==> config.mk <==
export PLATFORM = sky130hd
export DESIGN_NAME = uart_tx_arbiter_flat
export DESIGN_NICKNAME = d
export VERILOG_FILES = /design/src/rtl/uart_tx_arbiter_if.sv /design/src/rtl/uart_tx_arbiter.sv /design/src/flat_wrapper.sv
export SDC_FILE = /design/constraint.sdc
export NUM_CORES = 1
export LEC_CHECK = 0
export CAP_MARGIN = 25
export CELL_PAD_IN_SITES_DETAIL_PLACEMENT = 1
export CELL_PAD_IN_SITES_GLOBAL_PLACEMENT = 1
export CORE_MARGIN = 5
export CORE_UTILIZATION = 35
export CTS_CLUSTER_DIAMETER = 40
export DETAILED_ROUTE_END_ITERATION = 10
export PLACE_DENSITY_LB_ADDON = 0.1
export SYNTH_ARGS = -nofsm -noshare
export SYNTH_HDL_FRONTEND = slang
export SYNTH_SLANG_ARGS = --single-unit
==> constraint.sdc <==
create_clock -name clk -period 3.6 [get_ports clk]
set_input_delay 0.36 -clock clk [delete_from_list [all_inputs] [get_ports clk]]
set_output_delay 0.36 -clock clk [all_outputs]
set_load 0.01 [all_outputs]
Metal 1:
Supply wires on this layer in gray.
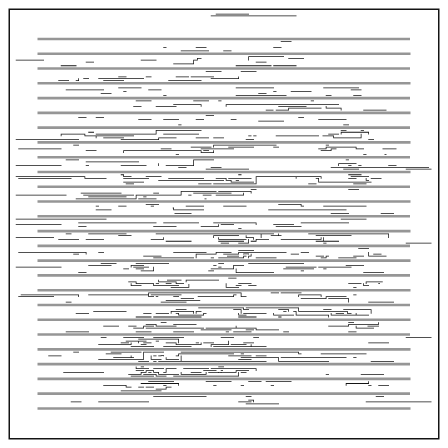
The layer holds 41% of the routed length. The longest straight run is 21.6 um. The layer carries 1,890 um of wire.
GR Layer Usage met1: 0.1836
Routed WL: 4577 um

M2 wires:
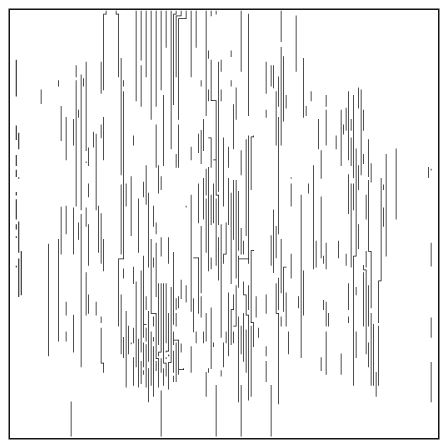
The wires run mostly vertical. The layer holds 54% of the routed length. 219 nets have wire on it.
grt met2 use: 0.2946
vias after detailed routing: 1,409

==> Implementation_results.wiki <==
== Flow metrics ==
{| class="wikitable"
! Metric !! Value
|-
| Run status || finished, final reports clean
|-
| Most used standard cell by instance count after synthesis || dfrtp_1
|-
| Final-layout non-clock buffer area share || 0.2532
|-
| Number of standard cells in the final layout excluding fillers || 254
|-
| Max VDD drop || 321.7 uV
|-
| Clock tree from TritonCTS || yes
|-
| Maximum count of clock buffers along a single path || 2
|-
| Xor/xnor share of the synthesized area || 0.02116
|-
| Busiest layer in global routing || met2
|-
| Largest cell class by area || multi-input combinational cells
|-
| Uppermost layer routed || met4
|-
| Power Internal || roughly 0.0011 W
|-
| Summed instance area of the synthesized netlist || between 0.0015 and 0.002 sq mm
|-
| Num rows || 25
|-
| Total cells reported by yosys after synthesis || around 150
|-
| Sequential fraction of design power || 0.289
|-
| Depth of the most critical reg-to-reg path || 8
|-
| Post-synthesis compound-gate area fraction || 0.1497
|-
| Shortest period the worst path allows || approximately 2.5 ns
|-
| Synthesized area per cell || around 11 sq um
|-
| Antenna violations before repair || 0
|-
| Count of buffering cells on the critical path with inverters included || 1
|-
| Synthesized-area fraction occupied by adder cells || 0.03779
|-
| Final clock period utilization by the worst path || 0.6869
|-
| Number of max-cap violations || 0
|-
| Clock tree cell share of total cell area || 0.02165
|-
| Share of flip-flops with an asynchronous set or reset || 1.000
|-
| Tap cell count || 54
|-
| Final setup violation count || 0
|-
| Number of multi-input combinational cells in the layout || ~110
|-
| Routability Congestion || 0.8729
|-
| Clk_buf instances || 3
|-
| Total iterations of the first detailed-routing run || 4
|-
| Most numerous logic cells after layout || 54 x clkdlybuf4s50_1, 24 x dfrtp_1, 11 x nand2_1
|-
| Final instance area || 0.002253 sq mm
|-
| M3 GR Usage || 0.03401
|-
| Number of warning messages in the yosys log || 0
|-
| Latency at later pin || 0.27 ns
|-
| Endpoints failing hold || 0
|-
| Synth Seq Share || 0.3787
|}
Power is estimated from default activity; no workload was simulated.
